<file path="src/rtl/ram_arbiter_if.sv">
// ram_arbiter_if: bundles the two requester ports, the single-port RAM port
// and the conflict counter of ram_arbiter.
//   fetch port : if_req, if_adr -> if_gnt, if_rdata, if_rvalid
//   data port  : d_req, d_we, d_adr, d_wdata -> d_gnt, d_rdata, d_rvalid
//   RAM port   : mem_en, mem_we, mem_adr, mem_wdata <- mem_rdata
//   status     : conflict_cnt
// slave  = arbiter side, master = requesters plus RAM (the environment).
interface ram_arbiter_if #(
    parameter int unsigned DATA_W = 16,
    parameter int unsigned ADR_W  = 8
) ();
    logic              if_req;
    logic [ADR_W-1:0]  if_adr;
    logic              if_gnt;
    logic [DATA_W-1:0] if_rdata;
    logic              if_rvalid;

    logic              d_req;
    logic              d_we;
    logic [ADR_W-1:0]  d_adr;
    logic [DATA_W-1:0] d_wdata;
    logic              d_gnt;
    logic [DATA_W-1:0] d_rdata;
    logic              d_rvalid;

    logic              mem_en;
    logic              mem_we;
    logic [ADR_W-1:0]  mem_adr;
    logic [DATA_W-1:0] mem_wdata;
    logic [DATA_W-1:0] mem_rdata;

    logic [7:0]        conflict_cnt;

    modport slave (
        input  if_req, if_adr, d_req, d_we, d_adr, d_wdata, mem_rdata,
        output if_gnt, if_rdata, if_rvalid, d_gnt, d_rdata, d_rvalid,
        output mem_en, mem_we, mem_adr, mem_wdata, conflict_cnt
    );

    modport master (
        output if_req, if_adr, d_req, d_we, d_adr, d_wdata, mem_rdata,
        input  if_gnt, if_rdata, if_rvalid, d_gnt, d_rdata, d_rvalid,
        input  mem_en, mem_we, mem_adr, mem_wdata, conflict_cnt
    );
endinterface

</file>
<file path="src/rtl/ram_arbiter.sv">
// ram_arbiter: shares one single-port RAM between an instruction-fetch port
// and a data port. Data wins by default; a fetch that has waited STARVE_LIMIT
// consecutive cycles is granted regardless. Grants and the RAM command are
// combinational in the request cycle; read responses (rvalid) follow one
// cycle later from a registered ownership stage, so one access per cycle is
// sustained.
// Ports:
//   clk   : clock, rising edge
//   reset : asynchronous, active-high
//   bus   : ram_arbiter_if.slave (requesters, RAM, conflict_cnt)
module ram_arbiter #(
    parameter int unsigned DATA_W       = 16,
    parameter int unsigned ADR_W        = 8,
    parameter int unsigned STARVE_LIMIT = 4
) (
    input  logic          clk,
    input  logic          reset,
    ram_arbiter_if.slave  bus
);

    localparam int unsigned STARVE_W = 4;
    localparam int unsigned CNT_W    = 8;
    localparam logic [STARVE_W-1:0] STARVE_MAX = STARVE_W'(STARVE_LIMIT);
    localparam logic [CNT_W-1:0]    CNT_MAX    = {CNT_W{1'b1}};

    logic [STARVE_W-1:0] starve_q, starve_d;
    logic [CNT_W-1:0]    conflict_q, conflict_d;
    logic                if_rvalid_q, if_rvalid_d;
    logic                d_rvalid_q, d_rvalid_d;

    logic                starved_c;
    logic                if_gnt_c;
    logic                d_gnt_c;

    // Arbitration; grants are forced low while reset is held.
    always_comb begin
        starved_c = bus.if_req && (starve_q == STARVE_MAX);
        if_gnt_c  = 1'b0;
        d_gnt_c   = 1'b0;
        if (!reset) begin
            if (bus.if_req && (starved_c || !bus.d_req)) begin
                if_gnt_c = 1'b1;
            end else if (bus.d_req) begin
                d_gnt_c = 1'b1;
            end
        end
    end

    // RAM command from the winner; everything zero when idle.
    always_comb begin
        bus.mem_en    = 1'b0;
        bus.mem_we    = 1'b0;
        bus.mem_adr   = '0;
        bus.mem_wdata = '0;
        if (if_gnt_c) begin
            bus.mem_en  = 1'b1;
            bus.mem_adr = bus.if_adr;
        end else if (d_gnt_c) begin
            bus.mem_en    = 1'b1;
            bus.mem_we    = bus.d_we;
            bus.mem_adr   = bus.d_adr;
            bus.mem_wdata = bus.d_wdata;
        end
    end

    // Next-state: starve counter, conflict counter, response ownership.
    always_comb begin
        starve_d    = starve_q;
        conflict_d  = conflict_q;
        if_rvalid_d = if_gnt_c;
        d_rvalid_d  = d_gnt_c && !bus.d_we;

        if (!bus.if_req || if_gnt_c) begin
            starve_d = '0;
        end else if (starve_q != STARVE_MAX) begin
            starve_d = starve_q + STARVE_W'(1);
        end

        if (bus.if_req && bus.d_req && (conflict_q != CNT_MAX)) begin
            conflict_d = conflict_q + CNT_W'(1);
        end
    end

    // State registers; reset also discards any response in flight.
    always_ff @(posedge clk or posedge reset) begin
        if (reset) begin
            starve_q    <= '0;
            conflict_q  <= '0;
            if_rvalid_q <= 1'b0;
            d_rvalid_q  <= 1'b0;
        end else begin
            starve_q    <= starve_d;
            conflict_q  <= conflict_d;
            if_rvalid_q <= if_rvalid_d;
            d_rvalid_q  <= d_rvalid_d;
        end
    end

    assign bus.if_gnt       = if_gnt_c;
    assign bus.d_gnt        = d_gnt_c;
    assign bus.if_rvalid    = if_rvalid_q;
    assign bus.d_rvalid     = d_rvalid_q;
    // Both read buses mirror the RAM; consumers qualify with their rvalid.
    assign bus.if_rdata     = bus.mem_rdata;
    assign bus.d_rdata      = bus.mem_rdata;
    assign bus.conflict_cnt = conflict_q;

endmodule

</file>
<file path="src/flat_wrapper.sv">
// flat-port wrapper written by rule: the top's interface ports become plain ports
module ram_arbiter_flat 
#(
    parameter int unsigned DATA_W       = 16,
    parameter int unsigned ADR_W        = 8,
    parameter int unsigned STARVE_LIMIT = 4
)
  (clk, reset, bus_if_req, bus_if_adr, bus_d_req, bus_d_we, bus_d_adr, bus_d_wdata, bus_mem_rdata, bus_if_gnt, bus_if_rdata, bus_if_rvalid, bus_d_gnt, bus_d_rdata, bus_d_rvalid, bus_mem_en, bus_mem_we, bus_mem_adr, bus_mem_wdata, bus_conflict_cnt);
  ram_arbiter_if #(.DATA_W(DATA_W), .ADR_W(ADR_W)) bus_i ();
  input  logic clk;
  input  logic reset;
  input wire logic [$bits(bus_i.if_req)-1:0] bus_if_req;
  input wire logic [$bits(bus_i.if_adr)-1:0] bus_if_adr;
  input wire logic [$bits(bus_i.d_req)-1:0] bus_d_req;
  input wire logic [$bits(bus_i.d_we)-1:0] bus_d_we;
  input wire logic [$bits(bus_i.d_adr)-1:0] bus_d_adr;
  input wire logic [$bits(bus_i.d_wdata)-1:0] bus_d_wdata;
  input wire logic [$bits(bus_i.mem_rdata)-1:0] bus_mem_rdata;
  output wire logic [$bits(bus_i.if_gnt)-1:0] bus_if_gnt;
  output wire logic [$bits(bus_i.if_rdata)-1:0] bus_if_rdata;
  output wire logic [$bits(bus_i.if_rvalid)-1:0] bus_if_rvalid;
  output wire logic [$bits(bus_i.d_gnt)-1:0] bus_d_gnt;
  output wire logic [$bits(bus_i.d_rdata)-1:0] bus_d_rdata;
  output wire logic [$bits(bus_i.d_rvalid)-1:0] bus_d_rvalid;
  output wire logic [$bits(bus_i.mem_en)-1:0] bus_mem_en;
  output wire logic [$bits(bus_i.mem_we)-1:0] bus_mem_we;
  output wire logic [$bits(bus_i.mem_adr)-1:0] bus_mem_adr;
  output wire logic [$bits(bus_i.mem_wdata)-1:0] bus_mem_wdata;
  output wire logic [$bits(bus_i.conflict_cnt)-1:0] bus_conflict_cnt;
  assign bus_i.if_req = bus_if_req;
  assign bus_i.if_adr = bus_if_adr;
  assign bus_i.d_req = bus_d_req;
  assign bus_i.d_we = bus_d_we;
  assign bus_i.d_adr = bus_d_adr;
  assign bus_i.d_wdata = bus_d_wdata;
  assign bus_i.mem_rdata = bus_mem_rdata;
  assign bus_if_gnt = bus_i.if_gnt;
  assign bus_if_rdata = bus_i.if_rdata;
  assign bus_if_rvalid = bus_i.if_rvalid;
  assign bus_d_gnt = bus_i.d_gnt;
  assign bus_d_rdata = bus_i.d_rdata;
  assign bus_d_rvalid = bus_i.d_rvalid;
  assign bus_mem_en = bus_i.mem_en;
  assign bus_mem_we = bus_i.mem_we;
  assign bus_mem_adr = bus_i.mem_adr;
  assign bus_mem_wdata = bus_i.mem_wdata;
  assign bus_conflict_cnt = bus_i.conflict_cnt;
  ram_arbiter #(.DATA_W(DATA_W), .ADR_W(ADR_W), .STARVE_LIMIT(STARVE_LIMIT)) u_core (.clk(clk), .reset(reset), .bus(bus_i));
endmodule
</file>
<file path="config.mk">
export PLATFORM = sky130hd
export DESIGN_NAME = ram_arbiter_flat
export DESIGN_NICKNAME = d
export VERILOG_FILES = /design/src/rtl/ram_arbiter_if.sv /design/src/rtl/ram_arbiter.sv /design/src/flat_wrapper.sv
export SDC_FILE = /design/constraint.sdc
export NUM_CORES = 1
export LEC_CHECK = 0
export ABC_AREA = 1
export CORE_MARGIN = 2
export CORE_UTILIZATION = 28
export DETAILED_ROUTE_END_ITERATION = 12
export PLACE_DENSITY_LB_ADDON = 0.08
export SETUP_SLACK_MARGIN = 0.05
export SLEW_MARGIN = 20
export SYNTH_ARGS = -nofsm -noshare
export SYNTH_HDL_FRONTEND = slang
export SYNTH_SLANG_ARGS = --single-unit
</file>
<file path="constraint.sdc">
create_clock -name clk -period 1.4 [get_ports clk]
set_input_delay 0.28 -clock clk [delete_from_list [all_inputs] [get_ports clk]]
set_output_delay 0.28 -clock clk [all_outputs]
set_load 0.01 [all_outputs]
</file>
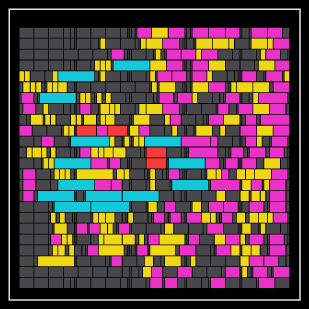
(images/cell_classes.png)
(4 px per um) Fill, decap, tap and diode cells in gray.
| class | color | cells |
|---|---|---|
| other buffers and delay cells | magenta | 108 |
| clock drivers and dummy loads | red | 4 |
| all other logic | yellow | 147 |
| flip-flops | cyan | 14 |
final non-filler cell area: 2460 um^2
post-layout utilization of the core: 55.7%
Core Footprint: 4410 um^2

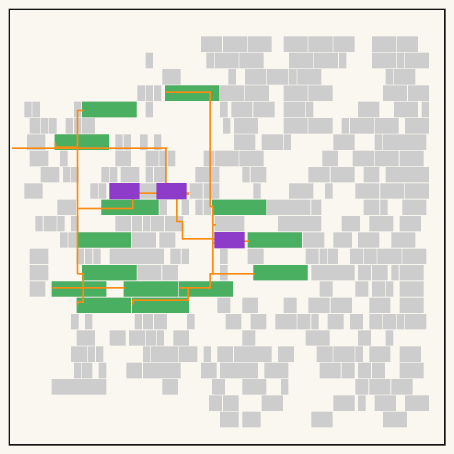
(images/clock_map.png)
(6 px per um)
[cells driving clock nets] purple | count: 3
[flip-flops] green | count: 14
[clock wires] orange | length: 198 um
routed clock nets: 4
total clock network power: 389 uW
Setup Skew: 0.00175 ns
Clock Power Share: 21.0%
Late-Pin Clk Latency: 0.24 ns

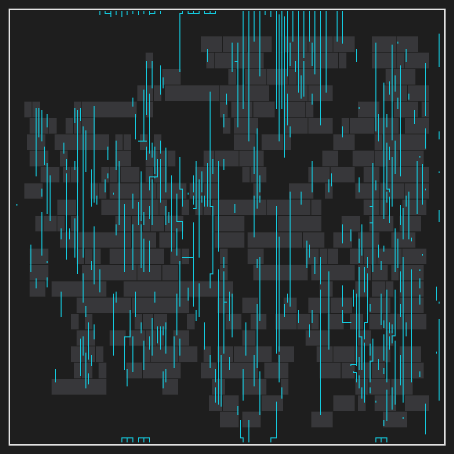
(images/met2.png)
(6 px per um) Cells faint in the background.
wire length on this layer: 1,710 um
main direction: vertical
nets with wire on the layer: 261
share of all routed wire: 46%
longest straight run: 27.2 um

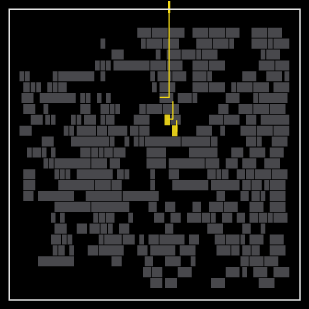
(images/port_nets.png)
(4 px per um)
| port | color | direction | edge | end cells | buffers | wire |
|---|---|---|---|---|---|---|
| `bus_d_we` | yellow | input | north | 2 | 2 | 32.5 um |

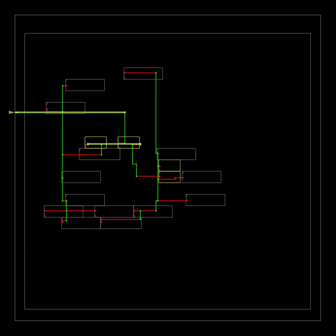
(images/final_clocks.png)
number of CTS-inserted buffers: 3
layout clock buffer count: 4
Seq cells: 14

==> impl_metrics.csv <==
group,metric,value,unit
status,run_status,"complete, but fails checks",
status,failed_checks,"setup timing",
logic_synthesis,synth_chip_area,1310,um^2
setup_path,cp_max_fo,6,
logic_synthesis,yosysUniqueCellTypes,19,
clock_network,cts_tree,"built",
final_timing,slew_violations,0,
final_timing,final_critical_path_setup_slack,-0.458,ns
drt,drt-vias-per-instance,4.28,
final_timing,fmax,538,MHz
final_timing,fin_setup_tns,-11.02,ns
final_timing,slew_headroom,85.2,%
clock_network,tritoncts_num_sinks,14,
logic_synthesis,post_synth_instance_area,1310,um^2
clock_network,cts_max_level,1,
placed_design,routabilityCongestion,0.759,
global_routing,grt_antenna_before_repair,0,
floorplanning,fp.dieH,72.3,um
min_path,hold_class,"in2async",
clock_network,path_clk_slew,0.06,ns
placed_design,count_of_buffers_from_port_buffering,74,
finish,layout-area-overhead-vs-synth,88.0,%
setup_path,crit_path_end,"bus_mem_wdata[13]",
floorplanning,die_area,5230,um^2
logic_synthesis,postSynthCellCount,196,
floorplanning,core_utilization_before_placement,29.6,%
setup_path,cells_traversed_along_the_worst_timing_path,"inv_2 -> ha_4 -> nand3_4 -> inv_4 -> nand2_4 -> nand3_4 -> buf_12 -> buf_12 -> nor2_4 -> buf_6",
power_and_ir_drop,power.density,753,nW/um^2
setup_path,r2r.worst_path.cells,9,
finish,combGateArea,764,um^2
logic_synthesis,ys_cells,196,
logic_synthesis,postSynthSeqShare,26.8,%
drt,drc_errors,0,
floorplanning,floorplan.die.width,72.3,um
power_and_ir_drop,totalPowerFinal,1850,uW
global_routing,global_route.overflow_total,0,
setup_path,reg2reg_slack,-0.03,ns
setup_path,reg_to_reg_critical_path_startpoint,"u_core.starve_q[0]",
floorplanning,rows,24,
setup_path,worst_ep_arrival_time,1.58,ns
floorplanning,num_io_pins,123,
flow_run,cap_violations,0,
global_routing,maximum_number_of_pins_on_one_net_before_global_route_repair,13,
logic_synthesis,yosys_warnings,0,
power_and_ir_drop,ir_drop,0.587,mV
finish,layout.nets,330,
final_timing,post-route-min-period,1.86,ns
finish,area.sequential,353,um^2
final_timing,setup_repair_after_global_routing_missed_its_margin,"yes",
setup_path,critical-path-slowest-cell,"sky130_fd_sc_hd__dfrtp_1",
placed_design,dp.final_hpwl,2800,um
global_routing,globalRouteTotalUtil,12.9,%
final_timing,layout_worst_path_cycle_share,133,%
drt,wl_per_cell,11.5,um
setup_path,setup.worst_path.end_class,"primary output",
drt,dr_total_vias,1390,
final_timing,timing_hold_violations_final,0,
setup_path,regToRegEndpoint,"u_core.bus.if_rvalid",
finish,insertedDiodeCount,0,
placed_design,postPlaceCellArea,2170,um^2
clock_network,cts.path.max_buffers,2,
setup_path,critPathRequiredTime,1.12,ns
drt,first_pass_iters,4,
global_routing,global_route_wire_length_before_repair,5330,um
setup_path,critPathLaunchType,"register",
setup_path,critical_path_class,"reg2out",
setup_path,worstSetupStartpoint,"u_core.starve_q[0]",
logic_synthesis,number_of_synthesized_register_bits,14,
global_routing,vias_in_the_first_global_route,1194,
setup_path,critical_path.max_stage_delay,0.36,ns
clock_network,cts.root.buffer_cell,"sky130_fd_sc_hd__clkbuf_8",
drt,drt_iter0_drc,23,
logic_synthesis,syn_area_per_cell,6.67,um^2
finish,final.fill_count,408,
logic_synthesis,floorplan_net_count,252,
flow_run,total_number_of_warnings_across_the_stage_logs,30,
drt,antenna_violating_nets_post_route,0,
power_and_ir_drop,leakagePower,0.00126,uW
drt,wl,3730,um
final_timing,setup_violations,29,
final_timing,max_slew.worst_pin.slew,0.222,ns
finish,layout-drive-gt1-share,42.1,%
-- cells in the mapped netlist (all sizes together) --
library cell | number | area [um^2]
nand2 | 55 | 224
buf | 36 | 275
inv | 34 | 128
nor2 | 28 | 108
dfrtp | 14 | 350
nand4 | 11 | 68.8
nand3 | 8 | 62.6
xor2 | 4 | 35.0
ha | 3 | 37.5
o21ai | 2 | 10.0
xnor2 | 1 | 8.76
-- sequential cells by signal (all words and copies together) (netlist names) --
register                 cells
u_core.starve_q              4
u_core.bus.if_rvalid         1
u_core.bus.conflict_cnt      8
u_core.bus.d_rvalid          1
-- routing by layer --
metal,share of wire [%],up-vias,global-route usage (%)
li1,-,712,-
met1,43,609,16.5
met2,46,61,21.7
met3,10,8,3.33
met4,0.62,0,2.94
met5,0,-,0
-- layout by cell type, fill, tap and decap left out, drive strengths merged, types with 2 or more instances in the layout --
cell type      count
clkdlybuf4s50     34
ha                 3
clkbuf             5
nand2             55
o21ai              2
nor2              28
nand4             11
xor2               4
inv               34
nand3              8
buf               62
dlygate4sd2       11
dfrtp             14
-- power by group --
group / switching [uW] / leakage, uW / total [uW] / internal (uW)
clock network: 140 / 0.0000288 / 389 / 249
logic: 402 / 0.00105 / 918 / 516
registers: 67.3 / 0.000184 / 543 / 476
-- worst min-delay path by stage --
stage,start,end,cells after the start
after floorplan,reset,u_core.bus.conflict_cnt[0],2
after global placement,u_core.bus.conflict_cnt[6],u_core.bus.conflict_cnt[6],2
after detailed placement,u_core.bus.conflict_cnt[6],u_core.bus.conflict_cnt[6],2
after CTS,reset,u_core.bus.if_rvalid,3
after global routing,reset,u_core.bus.if_rvalid,3
final,reset,u_core.bus.if_rvalid,3
-- metrics by stage --
stage / util, % / hold WS (ns) / std cells / setup slack, ns
floorplan: - / 0.283 / 196 / -0.101
global placement: 49.1 / 0.545 / 303 / -0.673
detailed placement: 49.1 / 0.550 / 303 / -0.667
CTS: 53.3 / 0.501 / 317 / -0.529
global route: 55.7 / 0.523 / 325 / -0.543
finish: 55.7 / 0.490 / 325 / -0.458
-- timing repair --
item                                    CTS  global route
setup buffers                             9             8
endpoints found under the setup margin   45            40
pin swaps                                 3             5
gates cloned                              1             0
hold buffers                              0             0
gates resized                           157             9
-- area by class of cell --
class                   count  area share (%)
multi-input cells         112            31.1
clock buffers               4            2.24
inverters                  34            5.60
repair buffers            108            43.8
flip-flops and latches     14            14.4
well taps                  52            2.65
repair inverters            1           0.305
-- kinds of logic (layout without fill, tap and decap cells) --
| kind of cell | Yosys count | after routing | share of synthesized area, % |
|---|---|---|---|
| and+or+nand+nor | 102 | 102 | 35.4 |
| buffers and inverters | 70 | 147 | 30.8 |
| DFF | 14 | 14 | 26.8 |
| xor gates and xnor gates | 5 | 5 | 3.35 |
| adders and majority gates | 3 | 3 | 2.87 |
| AOI/OAI and AO/OA | 2 | 2 | 0.766 |
-- worst max-delay path: cells and delay by family (launching register included) --
family,cells,cell delay (ns)
buffers and inverters,5,0.49
AND/OR/NAND/NOR,4,0.31
flip-flops,1,0.36
adder cells (fa/ha/maj),1,0.16
Power figures rest on the tool's default switching activity, not on a simulated workload.
